## src/rtl/mem_access_unit.sv

```systemverilog
// mem_access_unit: single-outstanding fetch/load/store sequencer onto a word-addressed RAM port.
// Define MEM_MISALIGN_TRAP_EN to fault misaligned half/word/fetch accesses instead of issuing them.
module mem_access_unit (
   input  logic        clk,
   input  logic        reset,
   input  logic        fetch_req,
   input  logic        mem_req,
   input  logic        addr_src,
   input  logic [31:0] pc,
   input  logic [31:0] alu_result,
   input  logic [31:0] store_data,
   input  logic        mem_we,
   input  logic [1:0]  mem_size,
   input  logic        mem_signed,
   output logic        ram_req,
   output logic [29:0] ram_addr,
   output logic        ram_we,
   output logic [3:0]  ram_be,
   output logic [31:0] ram_wdata,
   input  logic        ram_ack,
   input  logic [31:0] ram_rdata,
   output logic [31:0] instr,
   output logic        instr_valid,
   output logic [31:0] load_data,
   output logic        load_valid,
   output logic        busy,
   output logic        fault
);
   typedef enum logic [1:0] {IDLE, REQ, DONE} state_t;
   state_t state, state_nx;
   logic accept, misalign, fault_q, fetch_q, signed_q;
   logic [1:0] size_q, lane_q, req_size;
   logic [31:0] req_addr, req_wdata, load_ext;
   logic [3:0] req_be;
   logic [15:0] half_v;
   logic [7:0] byte_v;
   // A fetch is treated as a word access so alignment and lane logic are shared.
   assign req_addr = (mem_req && addr_src) ? alu_result : pc;
   assign req_size = mem_req ? mem_size : 2'b10;
   assign req_be = req_size[1] ? 4'hF : req_size[0] ? (req_addr[1] ? 4'hC : 4'h3) : 4'b0001 << req_addr[1:0];
   assign req_wdata = !mem_req ? 32'h0 : req_size[1] ? store_data :
                      req_size[0] ? {2{store_data[15:0]}} : {4{store_data[7:0]}};
`ifdef MEM_MISALIGN_TRAP_EN
   assign misalign = req_size[1] ? |req_addr[1:0] : req_size[0] & req_addr[0];
   assign fault = (state == DONE) && fault_q;
`else
   assign misalign = 1'b0;
   assign fault = 1'b0;
`endif
   always_comb begin
      accept = 1'b0;
      state_nx = state;
      accept = (state == IDLE) && (fetch_req || mem_req);
      state_nx = (state == IDLE) ? (accept ? (misalign ? DONE : REQ) : IDLE) :
                 (state == REQ) ? (ram_ack ? DONE : REQ) : IDLE;
   end
   assign byte_v = lane_q[1] ? (lane_q[0] ? ram_rdata[31:24] : ram_rdata[23:16]) :
                               (lane_q[0] ? ram_rdata[15:8] : ram_rdata[7:0]);
   assign half_v = lane_q[1] ? ram_rdata[31:16] : ram_rdata[15:0];
   assign load_ext = size_q[1] ? ram_rdata :
                     size_q[0] ? {{16{signed_q & half_v[15]}}, half_v} : {{24{signed_q & byte_v[7]}}, byte_v};
   always_ff @(posedge clk) begin
      if (reset) begin
         state <= IDLE;
         ram_addr <= '0;
         ram_we <= 1'b0;
         ram_be <= '0;
         ram_wdata <= '0;
         fetch_q <= 1'b0;
         signed_q <= 1'b0;
         size_q <= '0;
         lane_q <= '0;
         fault_q <= 1'b0;
         instr <= '0;
         load_data <= '0;
      end else begin
         state <= state_nx;
         if (accept) begin
            ram_addr <= req_addr[31:2];
            ram_we <= mem_req && mem_we;
            ram_be <= req_be;
            ram_wdata <= req_wdata;
            fetch_q <= !mem_req;
            signed_q <= mem_signed;
            size_q <= req_size;
            lane_q <= req_addr[1:0];
            fault_q <= misalign;
         end
         if (state == REQ && ram_ack && fetch_q)
            instr <= ram_rdata;
         if (state == REQ && ram_ack && !fetch_q && !ram_we)
            load_data <= load_ext;
      end
   end
   assign ram_req = (state == REQ);
   assign busy = (state != IDLE);
   assign instr_valid = (state == DONE) && fetch_q && !fault_q;
   assign load_valid = (state == DONE) && !fetch_q && !ram_we && !fault_q;
endmodule

```

## config.mk

```make
export PLATFORM = sky130hd
export DESIGN_NAME = mem_access_unit
export DESIGN_NICKNAME = d
export VERILOG_FILES = /design/src/rtl/mem_access_unit.sv
export SDC_FILE = /design/constraint.sdc
export NUM_CORES = 1
export LEC_CHECK = 0
export CAP_MARGIN = 5
export CORE_UTILIZATION = 39
export CTS_BUF_LIST = sky130_fd_sc_hd__clkbuf_2 sky130_fd_sc_hd__clkbuf_4 sky130_fd_sc_hd__clkbuf_8
export CTS_CLUSTER_SIZE = 12
export DETAILED_ROUTE_END_ITERATION = 6
export HOLD_SLACK_MARGIN = 0.15
export MAX_ROUTING_LAYER = met4
export PLACE_DENSITY_LB_ADDON = 0.08
export SYNTH_ARGS = -nofsm -noshare
export SYNTH_HDL_FRONTEND = slang
export SYNTH_SLANG_ARGS = --single-unit
```

## constraint.sdc

```tcl
create_clock -name clk -period 1.6 [get_ports clk]
set_input_delay 0.32 -clock clk [delete_from_list [all_inputs] [get_ports clk]]
set_output_delay 0.32 -clock clk [all_outputs]
set_load 0.01 [all_outputs]
```

### Metal layers overlaid, run 1

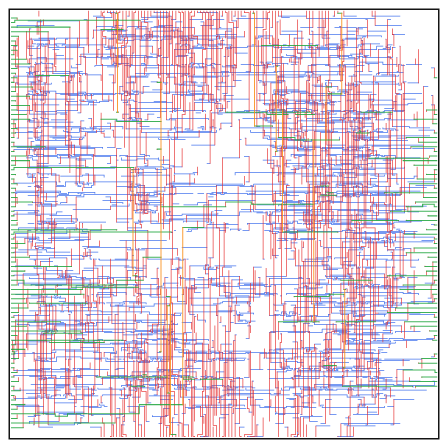
Key: metal 4 = orange [wire length 470 microns]; metal 3 = green [wire length 1,350 microns]; metal 2 = red [wire length 9,660 microns]; metal 1 = blue [wire length 8,990 microns]

### Placed standard cells, run 1

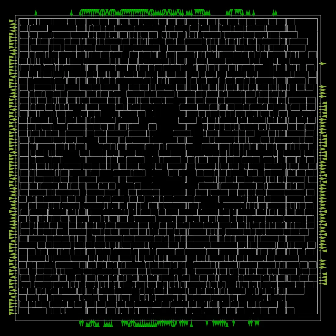
standard cell core area: 15,100 sq um
number of filler cells placed in the layout: 1,408
Seq Cell Count: 139
well-tap cell count: 188

### Clock wires, drivers and flops, run 1

Scale bar: 50 microns.
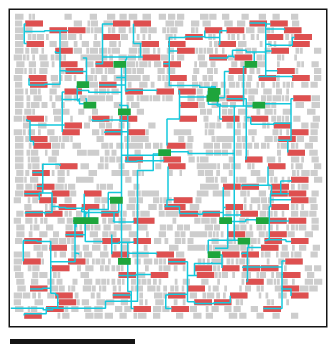
Key: clock wires = cyan [length 1,790 microns]; clock drivers = green [count 17]; flip-flops = red [count 139]
Position of the flops: all over the die. There are 18 routed clock nets.

==> impl_report.txt <==
=== SYNTHESIS / PLACE & ROUTE SUMMARY ===
----------------------------------------------------
[STA]
  Minimum setup slack in the final design ........................ 0.0263 ns
  Final Hold Viols ........................ 0
  Final setup violation count ........................ 0
  Count of final max-slew check failures ........................ 0
  Setup repair after global routing missed its margin ........................ yes
  Minimum hold slack ........................ 0.286 ns
  Upper clock frequency limit ........................ 635 MHz
  Setup tns final ........................ 0 ns
  Final worst-path cycle share ........................ 0.984
  Relative max-transition margin ........................ 0.534
  Worst Tran Pin Value ........................ 0.697 ns

[Synthesis]
  Proportion of synthesized chip area in sequential cells ........................ 0.461
  Yosys cell count ........................ 750
  Total of flip-flops plus latches after synthesis ........................ 139
  Area fraction in full adders, half adders and majority gates ........................ 0
  Complex Gates by Area ........................ 0.242
  Area leader share ........................ 0.461
  Yosys xor share ........................ 0
  Fraction of the mapped netlist area in simple logic gates ........................ 0.214
  Syn Area/Cell ........................ roughly 8.1 sq um
  Dominant Register Cell ........................ dfxtp_1
  Post-synth tally of flip-flops with integrated enable ........................ 0
  Synthesized netlist net count ........................ 888

[Drt]
  Met3 wire length ........................ 1350 microns
  Routed via count ........................ 6,473
  Iteration-0 DRC Markers ........................ 440
  Met2 routed WL ........................ approximately 9700 microns
  Overall routed net length ........................ 20,500 microns
  Count of TritonRoute iterations in the first routing pass ........................ 4

[Floorplanning]
  Area of the die ........................ 16,000 sq um
  Standard-cell rows ........................ ~45

[Placed design]
  RD Place Congestion ........................ ~0.85
  Cell Area, Placed ........................ 9450 sq um
  Post-placement cell count ........................ 1,221
  DP Worst Slack ........................ -0.425 ns
  Count of input and output buffers ........................ ~270
  HPWL after detailed placement ........................ 15,000 microns

[Worst setup path]
  Critical-path cell with the highest stage delay ........................ dfxtp_4
  Maximum fanout along the worst path ........................ 5
  Termination of the worst setup path ........................ load_valid
  R2r endpoint ........................ load_data[4]$_SDFFE_PP0P_
  Startpoint type of the worst setup path ........................ register
  Highest cell delay on the worst timing path ........................ 0.36 ns
  Origin of the critical flop-to-flop path ........................ lane_q[0]$_SDFFE_PP0P_
  Number of cell instances on the worst register-to-register path ........................ 5
  Category of the critical setup timing path ........................ register to primary output
  Required time reported for the critical path endpoint ........................ between 1 and 1.5 ns

[Layout]
  Final design instance area without fill ........................ roughly 9700 sq um
  Clock buf count ........................ 19
  Final nets ........................ 1,190
  Combinational gate area ........................ about 3000 sq um
  Largest cell class by area ........................ non-clock buffers
  Area taken by flip-flops and latches ........................ 2790 sq um
  Comb/total area ........................ 0.303
  Most frequent cells in the layout ........................ nand2_1, clkdlybuf4s50_1, dfxtp_1
  Final Instance Count excl. Fillers ........................ around 1,300
  Most common cell after layout, fill and taps aside ........................ nand2_1

[GRT]
  Total gr overflow ........................ 0
  Largest net degree at the start of global routing ........................ between 50 and 60
  Gr usage total ........................ 0.266
  Met2 usage in global routing ........................ 0.424
  Met3 routing resource usage after global routing ........................ 0.0679
  Antenna violations before repair ........................ 1
  First-pass GRT wire length ........................ approximately 32,000 microns

[Clock tree]
  Clock root buffer ........................ clkbuf_8
  Clk slew on worst S/H paths ........................ ~0.080 ns
  Clock buffers created by TritonCTS ........................ 17
  Number of clock sinks ........................ roughly 140
  H-tree Lvls ........................ 4

[Pwr]
  Combinational-cell power consumption ........................ 2.08 mW
  Sw power ........................ 2.58 mW
  Top power group ........................ registers
  Leakage ........................ 4.21 nW
  Share of total power in sequential cells ........................ 0.428
  Internal power summed over all cells ........................ ~6.4 mW
  Switching Share ........................ 0.287
  Pwr dens ........................ 920 nW/um^2
  Max rail drop VDD ........................ 0.520 mV
  Combinational group share of total power ........................ 0.232

[Job]
  # Max-Cap Violations ........................ 0
  Tool warning count ........................ 28

[Worst hold path]
  Worst hold start ........................ reset
  Worst min-delay path category ........................ input pin to register
  Hold worst-path end ........................ instr[12]$_SDFFE_PP0P_

[Run status]
  Status ........................ complete, no violations

----------------------------------------------------
Power and IR drop assume default switching activity.
